<file path="src/rtl/dp_pkg.sv">
// Shared datapath types: output-stage FSM encoding and select-width helper.
// No logic; latency and backpressure are defined by the modules importing it.
package dp_pkg;

  typedef enum logic [1:0] {
    EMPTY = 2'd0,
    ONE   = 2'd1,
    FULL  = 2'd2
  } state_e;

  // Select width never drops below one bit, even for degenerate input counts.
  function automatic int clog2_floor1(input int n);
    return ($clog2(n) < 1) ? 1 : $clog2(n);
  endfunction

endpackage

</file>
<file path="src/rtl/mux_sel_n.sv">
// Combinational N:1 select, zero data when sel_i is out of range.
// Zero latency, no flow control.
module mux_sel_n #(
  parameter int WIDTH  = 32,
  parameter int NUM_IN = 3,
  parameter int SEL_W  = 2
) (
  input  logic [NUM_IN*WIDTH-1:0] data_i,
  input  logic [SEL_W-1:0]        sel_i,
  output logic [WIDTH-1:0]        data_o
);

  always_comb begin
    data_o = '0;
    for (int k = 0; k < NUM_IN; k++) begin
      if (32'(sel_i) == k) data_o = data_i[k*WIDTH +: WIDTH];
    end
  end

endmodule

</file>
<file path="src/rtl/pipe_mux_reg.sv">
// N:1 select into a registered valid/ready stage with a 2-entry skid; 1-cycle latency,
// o_Ready comes only from registered state. Optional sticky o_SelErr under SELECT_ERR_EN.
module pipe_mux_reg
  import dp_pkg::*;
#(
  parameter int WIDTH  = 32,
  parameter int NUM_IN = 3,
  parameter int SEL_W  = clog2_floor1(NUM_IN)
) (
  input  logic                    i_Clk,
  input  logic                    i_Rst_n,
  input  logic [NUM_IN*WIDTH-1:0] i_DataIn,
  input  logic [SEL_W-1:0]        i_Select,
  input  logic                    i_Valid,
  output logic                    o_Ready,
  output logic [WIDTH-1:0]        o_DataOut,
  output logic                    o_Valid,
`ifdef SELECT_ERR_EN
  output logic                    o_SelErr,
`endif
  input  logic                    i_Ready
);

  state_e           state_q, state_d;
  logic [WIDTH-1:0] data_q, data_d;
  logic [WIDTH-1:0] skid_q, skid_d;
  logic             rdy_q;
  logic [WIDTH-1:0] mux_dat;
  logic             accept;
  logic             emit;

  mux_sel_n #(
    .WIDTH  (WIDTH),
    .NUM_IN (NUM_IN),
    .SEL_W  (SEL_W)
  ) u_mux (
    .data_i (i_DataIn),
    .sel_i  (i_Select),
    .data_o (mux_dat)
  );

  assign accept    = i_Valid & rdy_q;
  assign emit      = (state_q != EMPTY) & i_Ready;
  assign o_Ready   = rdy_q;
  assign o_Valid   = (state_q != EMPTY);
  assign o_DataOut = data_q;

  always_comb begin
    state_d = state_q;
    data_d  = data_q;
    skid_d  = skid_q;
    case (state_q)
      EMPTY: begin
        if (accept) begin
          data_d  = mux_dat;
          state_d = ONE;
        end
      end
      ONE: begin
        if (accept && !emit) begin
          skid_d  = mux_dat;
          state_d = FULL;
        end else if (accept && emit) begin
          data_d  = mux_dat;
        end else if (emit) begin
          state_d = EMPTY;
        end
      end
      FULL: begin
        if (emit) begin
          data_d  = skid_q;
          state_d = ONE;
        end
      end
      default: state_d = EMPTY;
    endcase
  end

  // Ready is registered from the next state so it stays low through reset.
  always_ff @(posedge i_Clk) begin
    if (!i_Rst_n) begin
      state_q <= EMPTY;
      data_q  <= '0;
      skid_q  <= '0;
      rdy_q   <= 1'b0;
    end else begin
      state_q <= state_d;
      data_q  <= data_d;
      skid_q  <= skid_d;
      rdy_q   <= (state_d != FULL);
    end
  end

`ifdef SELECT_ERR_EN
  logic selerr_q;

  always_ff @(posedge i_Clk) begin
    if (!i_Rst_n) begin
      selerr_q <= 1'b0;
    end else if (accept && (32'(i_Select) >= NUM_IN)) begin
      selerr_q <= 1'b1;
    end
  end

  assign o_SelErr = selerr_q;
`endif

endmodule

</file>
<file path="config.mk">
export PLATFORM = sky130hd
export DESIGN_NAME = pipe_mux_reg
export DESIGN_NICKNAME = d
export VERILOG_FILES = /design/src/rtl/dp_pkg.sv /design/src/rtl/mux_sel_n.sv /design/src/rtl/pipe_mux_reg.sv
export SDC_FILE = /design/constraint.sdc
export NUM_CORES = 1
export LEC_CHECK = 0
export CORE_MARGIN = 2
export CORE_UTILIZATION = 49
export CTS_CLUSTER_SIZE = 40
export DETAILED_ROUTE_END_ITERATION = 16
export PLACE_DENSITY = 0.95
export SLEW_MARGIN = 20
export SYNTH_ARGS = -nofsm -noshare
export SYNTH_HDL_FRONTEND = slang
export SYNTH_SLANG_ARGS = --single-unit
</file>
<file path="constraint.sdc">
create_clock -name i_Clk -period 4.6 [get_ports i_Clk]
set_clock_uncertainty 0.2 [all_clocks]
set_input_delay 0.69 -clock i_Clk [delete_from_list [all_inputs] [get_ports i_Clk]]
set_output_delay 0.69 -clock i_Clk [all_outputs]
set_load 0.02 [all_outputs]
</file>
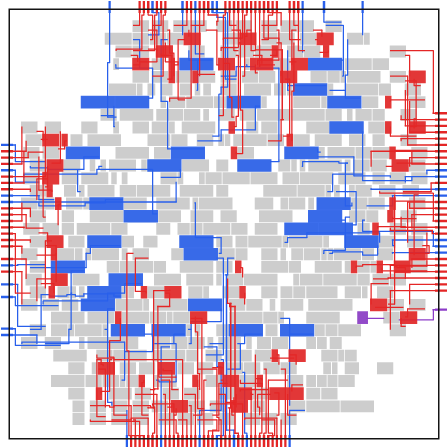
(nets reached from selected ports)
- purple: o_Valid (bits 1; direction output; edge right; end cells 1; buffers 1; wire 13.9 um)
- blue: o_DataOut (bits 32; direction output; edge 9 top, 9 left, 7 bottom, 7 right; end cells 32; buffers 32; wire 1180 um)
- red: i_DataIn (bits 96; direction input; edge 32 bottom, 27 top, 22 right, 15 left; end cells 64; buffers 96; wire 1940 um)
number of port buffers: 135
Ports: 136

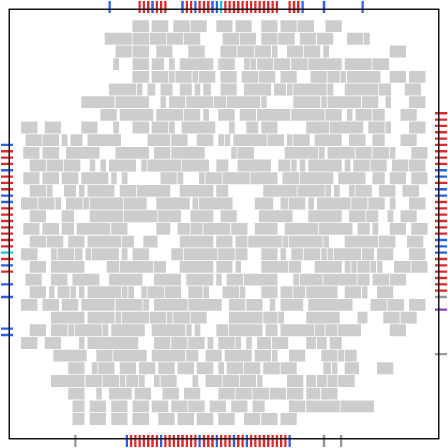
(ports around the boundary)
Pins as bars across the die edge, other pins in gray.
- purple: o_Valid (pins 1; direction output; edge right)
- cyan: i_Select (pins 2; direction input; edge 1 left, 1 top)
- blue: o_DataOut (pins 32; direction output; edge 9 top, 9 left, 7 bottom, 7 right)
- red: i_DataIn (pins 96; direction input; edge 32 bottom, 27 top, 22 right, 15 left)

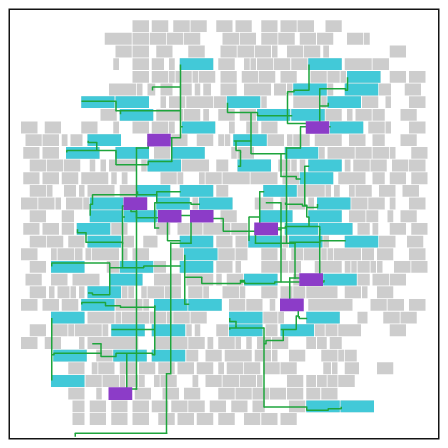
(clock wires, drivers and flops)
- green: clock wires (length 829 um)
- cyan: flip-flops (count 67)
- purple: cells driving clock nets (count 9)
- routed clock nets: 10
Clk power: 500 uW
Clock Latency Late Sink: 0.35 ns
Clock Power Share: 35.2%

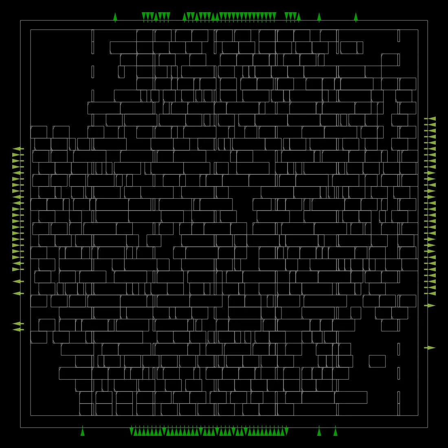
(placement view)
Final Core Density: 69.8%
Cell Count, Final, Fillers Out: 606
Flop Count: 67

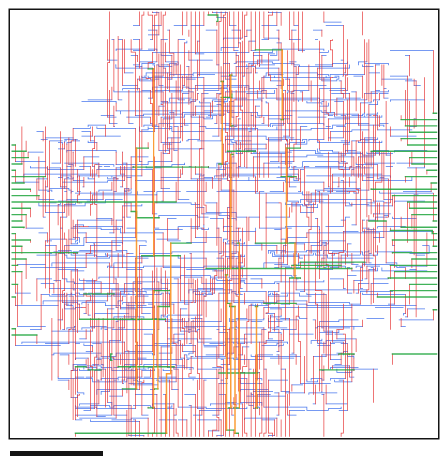
(signal wires by layer)
Bar = 20 um.
- orange: met4 (wire length 412 um)
- green: met3 (wire length 575 um)
- blue: met1 (wire length 4210 um)
- red: met2 (wire length 5400 um)
routed len/inst: 17.5 um
GRT Util Overall: 25.5%

[metal layers]
layer	share of wire (%)	GRT usage, %	vias up
li1	-	-	1654
met1	40	29.9	1714
met2	51	43.6	132
met3	5.4	5.01	33
met4	3.9	14.1	0
met5	0	0	-
[where the power goes]
| part | switching [mW] | leakage (nW) | total [mW] | internal, mW |
|---|---|---|---|---|
| Clock | 0.245 | 0.102 | 0.500 | 0.255 |
| Sequential | 0.0140 | 0.544 | 0.615 | 0.601 |
| Combinational | 0.135 | 1.79 | 0.304 | 0.168 |
[layout by cell type, fill, tap and decap left out, types with 9 or more instances in the layout]
cell	instances
clkbuf_8	9
clkdlybuf4s50_1	133
dfxtp_1	67
inv_1	32
mux2i_1	33
nand2_1	34
nor2_1	35
o211a_1	61
o211ai_1	29
o32ai_2	30
[cells in the mapped netlist]
| cell type | number |
|---|---|
| o31ai_1 | 1 |
| dfxtp_1 | 67 |
| o32ai_1 | 2 |
| nor2b_1 | 3 |
| o21a_1 | 1 |
| and2_1 | 2 |
| nand2b_1 | 1 |
| a21oi_1 | 1 |
| nor2_1 | 35 |
| or2_2 | 1 |
| nand3b_1 | 4 |
| inv_1 | 32 |
| buf_4 | 10 |
| nand4b_1 | 1 |
| buf_6 | 3 |
| o22ai_1 | 1 |
| o311ai_2 | 1 |
| o211a_1 | 61 |
| o32ai_2 | 30 |
| clkbuf_1 | 15 |
| nor2b_2 | 1 |
| nor3b_2 | 1 |
| mux2i_1 | 33 |
| nor3b_1 | 3 |
| buf_2 | 12 |
| nand2_1 | 35 |
| o211ai_1 | 29 |
[path summary, 6_finish.rpt]
kind	to	slack (ns)	depth (start not counted)
max	o_DataOut[23]	1.72	3
min	o_DataOut[9]	0.27	2
max reg2reg	o_DataOut[23]	2.18	4
min reg2reg	o_DataOut[9]	0.27	2
==> flow_summary.yaml <==
# synthesis and place-and-route metrics
global_route:
  grt_max_degree: 63
  grt_pass1_wl_um: 17300
critical_path:
  path_delay_family: "buffers and inverters"
  start_kind: "primary input"
  cp_slowest_cell: "clkdlybuf4s50_1"
  reg2reg_from: "state_q[1]"
  endpoint_kind: "register"
  critPathMaxStageDelay_ns: 0.96
routing:
  ant_nets: 0
  drt-initial-drc-count: 163
  drc_errors: 0
  wl_um: 10600
  vias: 3533
finish:
  comb_area_share_pct: 40.0
  n_all_buffers: 142
  layout.area.top_class: "logic gates"
  clkbuf_count: 9
  comb_area_um2: 2120
  layout-drive-gt1-share_pct: 12.3
  diodes: 0
logic_synthesis:
  ys.flops: 67
  synthTopCellsByArea: "dfxtp_1 35%, o211a_1 16%, o32ai_2 13%"
  synthMuxAreaShare_pct: 8.73
  syn_avg_cell_area_um2: 9.80
timing:
  max_slew_margin_pct: 32.5
  setup_viol: 0
  fmax_mhz: 347
outcome:
  status: "completed"
cts:
  cts_resized: 0
  cts_buffers: 9
  post-cts-setup-buffers: 0
  cts.hold.buffers_added: 0
place:
  place_congestion: 0.807
die:
  die_y_um: 91.9
  chipArea_um2: 8440
Power and IR drop assume default switching activity.
